Fig. 1: floorplan with the power grid
Pins as bars on the die edge.
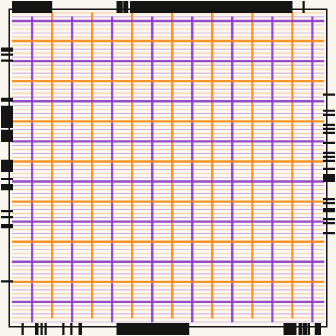
Fig. 2: cells coloured by class
Bar = 50 µm.
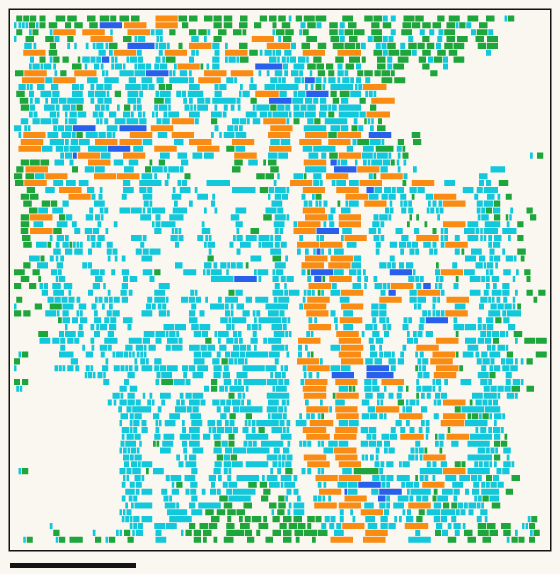
**config.mk**
```make
export PLATFORM = sky130hd
export DESIGN_NAME = mem_copy_engine
export DESIGN_NICKNAME = d
export VERILOG_FILES = /design/src/rtl/mem_copy_engine.sv
export SDC_FILE = /design/constraint.sdc
export NUM_CORES = 1
export LEC_CHECK = 0
export CELL_PAD_IN_SITES_DETAIL_PLACEMENT = 0
export CELL_PAD_IN_SITES_GLOBAL_PLACEMENT = 1
export CORE_UTILIZATION = 37
export DETAILED_ROUTE_END_ITERATION = 12
export GPL_TIMING_DRIVEN = 0
export PLACE_DENSITY = 0.82
export SLEW_MARGIN = 20
export SYNTH_ARGS = -nofsm -noshare
export SYNTH_HDL_FRONTEND = slang
export SYNTH_SLANG_ARGS = --single-unit
```
**constraint.sdc**
```tcl
create_clock -name clk -period 4.7 [get_ports clk]
set_input_delay 1.41 -clock clk [delete_from_list [all_inputs] [get_ports clk]]
set_output_delay 1.41 -clock clk [all_outputs]
set_load 0.02 [all_outputs]
```
**src/rtl/mem_copy_engine.sv**
```systemverilog
// Block-copy DMA initiator: streams len words from src to dst, one word per cycle.
// Optional running checksum of written words when MEM_COPY_CHECKSUM_EN is defined.
module mem_copy_engine #(
   parameter int unsigned MEM_WORDS = 65536
) (
   input  logic        clk,
   input  logic        rst_n,
   input  logic        start,
   input  logic [31:0] src_addr,
   input  logic [31:0] dst_addr,
   input  logic [31:0] len,
   input  logic        abort,
   output logic        busy,
   output logic        done,
   output logic        err,
   output logic [31:0] xfer_count,
   output logic [31:0] checksum,
   output logic        mem_read_en,
   output logic [31:0] mem_read_addr,
   input  logic [31:0] mem_read_data,
   output logic        mem_write_en,
   output logic [31:0] mem_write_addr,
   output logic [31:0] mem_write_data
);

   typedef enum logic [1:0] {StIdle, StCopy, StDrain, StDone} state_e;

   state_e      state_q, state_d;
   logic [31:0] src_q, src_d;
   logic [31:0] dst_q, dst_d;
   logic [31:0] len_q, len_d;
   logic [31:0] rd_cnt_q, rd_cnt_d;
   logic [31:0] xfer_q, xfer_d;
   logic        err_q, err_d;

   logic [32:0] src_end;
   logic [32:0] dst_end;
   logic [32:0] mem_limit;
   logic        cmd_err;

   // 33-bit sums so a wrapping src+len cannot slip past the range check
   assign mem_limit = 33'(MEM_WORDS);
   assign src_end   = {1'b0, src_addr} + {1'b0, len};
   assign dst_end   = {1'b0, dst_addr} + {1'b0, len};
   assign cmd_err   = (src_end > mem_limit) || (dst_end > mem_limit) ||
                      ((dst_addr > src_addr) && ({1'b0, dst_addr} < src_end));

   always_comb begin
      state_d        = state_q;
      src_d          = src_q;
      dst_d          = dst_q;
      len_d          = len_q;
      rd_cnt_d       = rd_cnt_q;
      xfer_d         = xfer_q;
      err_d          = err_q;
      mem_read_en    = 1'b0;
      mem_read_addr  = 32'd0;
      mem_write_en   = 1'b0;
      mem_write_addr = 32'd0;
      mem_write_data = 32'd0;
      unique case (state_q)
         StIdle: begin
            if (start) begin
               src_d    = src_addr;
               dst_d    = dst_addr;
               len_d    = len;
               rd_cnt_d = 32'd0;
               xfer_d   = 32'd0;
               err_d    = cmd_err;
               state_d  = (cmd_err || (len == 32'd0)) ? StDone : StCopy;
            end
         end
         StCopy: begin
            mem_read_en   = 1'b1;
            mem_read_addr = src_q + rd_cnt_q;
            rd_cnt_d      = rd_cnt_q + 32'd1;
            // Data from the previous cycle's read is written straight through
            if (rd_cnt_q != 32'd0) begin
               mem_write_en   = 1'b1;
               mem_write_addr = dst_q + xfer_q;
               mem_write_data = mem_read_data;
               xfer_d         = xfer_q + 32'd1;
            end
            if (abort || (rd_cnt_d == len_q)) begin
               state_d = StDrain;
            end
         end
         StDrain: begin
            mem_write_en   = 1'b1;
            mem_write_addr = dst_q + xfer_q;
            mem_write_data = mem_read_data;
            xfer_d         = xfer_q + 32'd1;
            state_d        = StDone;
         end
         StDone: begin
            state_d = StIdle;
         end
         default: begin
            state_d = StIdle;
         end
      endcase
   end

   always_ff @(posedge clk or negedge rst_n) begin
      if (!rst_n) begin
         state_q  <= StIdle;
         src_q    <= 32'd0;
         dst_q    <= 32'd0;
         len_q    <= 32'd0;
         rd_cnt_q <= 32'd0;
         xfer_q   <= 32'd0;
         err_q    <= 1'b0;
      end else begin
         state_q  <= state_d;
         src_q    <= src_d;
         dst_q    <= dst_d;
         len_q    <= len_d;
         rd_cnt_q <= rd_cnt_d;
         xfer_q   <= xfer_d;
         err_q    <= err_d;
      end
   end

   assign busy       = (state_q != StIdle);
   assign done       = (state_q == StDone);
   assign err        = (state_q == StDone) && err_q;
   assign xfer_count = xfer_q;

`ifdef MEM_COPY_CHECKSUM_EN
   logic [31:0] checksum_q, checksum_d;

   always_comb begin
      checksum_d = checksum_q;
      if ((state_q == StIdle) && start) begin
         checksum_d = 32'd0;
      end else if (mem_write_en) begin
         checksum_d = checksum_q + mem_write_data;
      end
   end

   always_ff @(posedge clk or negedge rst_n) begin
      if (!rst_n) begin
         checksum_q <= 32'd0;
      end else begin
         checksum_q <= checksum_d;
      end
   end

   assign checksum = checksum_q;
`else
   assign checksum = 32'd0;
`endif

endmodule

```
==> flow report <==
==================================================================================
Met3 WL post-DR .....................................................     2.401 mm
Critical Setup Path Class ...........................................       in2reg
Nature of the critical path startpoint ..............................    input pin
Largest fanout on the critical path .................................            7
# Max-Cap Violations ................................................            0
Crit path launch .................................................... src_addr[16]
GRT Overall Usage ...................................................       0.2616
Initial DRT Pass Iterations .........................................            5
Final estimated routing congestion in global placement ..............       0.9484
Source of the worst register-to-register timing path ................ rd_cnt_q[0]$_DFFE_PN0P_
Async set-or-reset flop fraction in the synthesized netlist .........        1.000
Result of the run ................................................... finished, violations left
CP Data Required Time ...............................................      5040 ps
DRT met1 WL .........................................................     27.40 mm
DR vias/cell ........................................................        5.513
Pre-placement core utilization ......................................       0.3758
Max Clock Freq ......................................................   0.1869 GHz
Violated checks ..................................................... setup timing
Remaining number of nets flagged by the antenna check after routing .            0
Clk root buf ........................................................ sky130_fd_sc_hd__clkbuf_16
I/O pins ............................................................          297
Highest-count logic cell in the final layout ........................ sky130_fd_sc_hd__nor2_1
TritonCTS Sinks .....................................................          163
Share of the synthesized netlist area taken by xor and xnor gates ...      0.08993
Critical Path AT ....................................................      5690 ps
Worst Hold Slack ....................................................     516.1 ps
Total design power ..................................................     9.420 mW
P&R area growth vs syn ..............................................       34.32%
DR WL/cell ..........................................................     20.42 µm
Final net count .....................................................         2726
Flip-flop cell with the highest count after synthesis ............... sky130_fd_sc_hd__dfrtp_1
Unrepaired setup endpoints after global routing .....................         true
Post-Synth Simple-Gate Area .........................................       0.1986
Routed met2 length ..................................................     28.72 mm
Global-route layer with the greatest usage ..........................         met2
Final setup slack of the worst path .................................    -651.0 ps
Cell family with the largest share of critical-path delay ........... AND-OR/OR-AND gates
Non-filler cells in the finished layout .............................         3000
Cell with the biggest individual delay on the critical path ......... sky130_fd_sc_hd__clkdlybuf4s50_1
GRT met3 Usage ......................................................      0.02993
Worst path cell trace ............................................... clkdlybuf4s50_1 > ha_1 > nand4_1 > a311o_1 > a211o_1 > a311oi_4 > xnor2_2 > ha_1 > o21ai_2 > nand2b_1 > a21oi_1 > or3_1 > inv_1 > a31o_2 > nand4_1 > or4_1 > o22a_2
Cells after synthesis ...............................................         2009
Type of the tightest min-delay check ................................      reg2reg
Synth area leader ................................................... sky130_fd_sc_hd__dfrtp_1
Number of warnings in the stage logs ................................           34
Destination of the critical timing path ............................. err_q$_DFFE_PN0P_
Worst clock skew ....................................................     12.09 ps
Global-route wire length before repair ..............................     93.40 mm
Count of final max-slew check failures ..............................            0
Number of warnings reported in the yosys synthesis log ..............            0
Hold-fix buffer count after cts .....................................            0
# setup viols final .................................................           18
Die area ............................................................  0.04586 mm²
Post-synth seq share ................................................       0.2449
Clock Pin Slew Worst Setup and Hold Paths ...........................        70 ps
Insertion delay to the later sink of the worst-skew pair ............       450 ps
Post-synthesis cell count from yosys ................................         2009
Post-route minimum period ...........................................      5351 ps
Register-to-register path setup slack ...............................       600 ps
Leakage power summed over all cells .................................     10.48 nW
Number of I/O port buffers ..........................................          264
Setup WS pre-CTS ....................................................     -1955 ps
Post-route DRC violation count ......................................            0
Transition time of the tightest slew-check pin ......................     977.4 ps
==================================================================================
About Fig. 1:
Purple shows VSS. Orange shows VDD.
297 signal pins sit on the boundary. 78 met1 rails follow the rows. The core has 77 rows. 15 straps on met4.
IR Drop Worst-Case VDD: 280.1 µV
placeable core region: 0.04432 mm²
die boundary height: 214.2 µm
Die Width: 214.2 µm

About Fig. 2:
Cyan shows combinational and other logic, cells 1772. Orange shows sequential cells, cells 163. Green shows remaining buffers and delay cells, cells 439. Blue shows clock drivers and dummy loads, cells 32.
Design Area, Final: 0.02237 mm²
final core area utilization: 0.5047
share of cell area taken by flip-flops and latches: 0.1832
Cell Rows: 77

## flip-flops by register name, summed over array words and instances (netlist names)
signal	count
xfer_count	32
state_q	2
rd_cnt_q	32
src_q	32
dst_q	32
len_q	32
err_q	1
## layout make-up
type                            count  area, µm²  area share
Inverter                           79      296.5     0.01326
Sequential cell                   163       4099      0.1832
Tap cell                          592      740.7     0.03311
Clock inverter                     14      201.4    0.009005
Buffer                            100      583.1     0.02607
Multi-Input combinational cell   1693      12840      0.5741
Clock buffer                       18      429.2     0.01919
Antenna cell                        2      5.005   0.0002237
Timing Repair Buffer              339       3172      0.1418
## power breakdown
group | internal, mW | switching [mW] | leakage, nW
sequential | 1.86 | 0.457 | 2.06
combinational | 2.46 | 3.13 | 8.11
clock | 0.897 | 0.620 | 0.307
total | 5.21 | 4.21 | 10.5
Power and IR drop assume default switching activity.
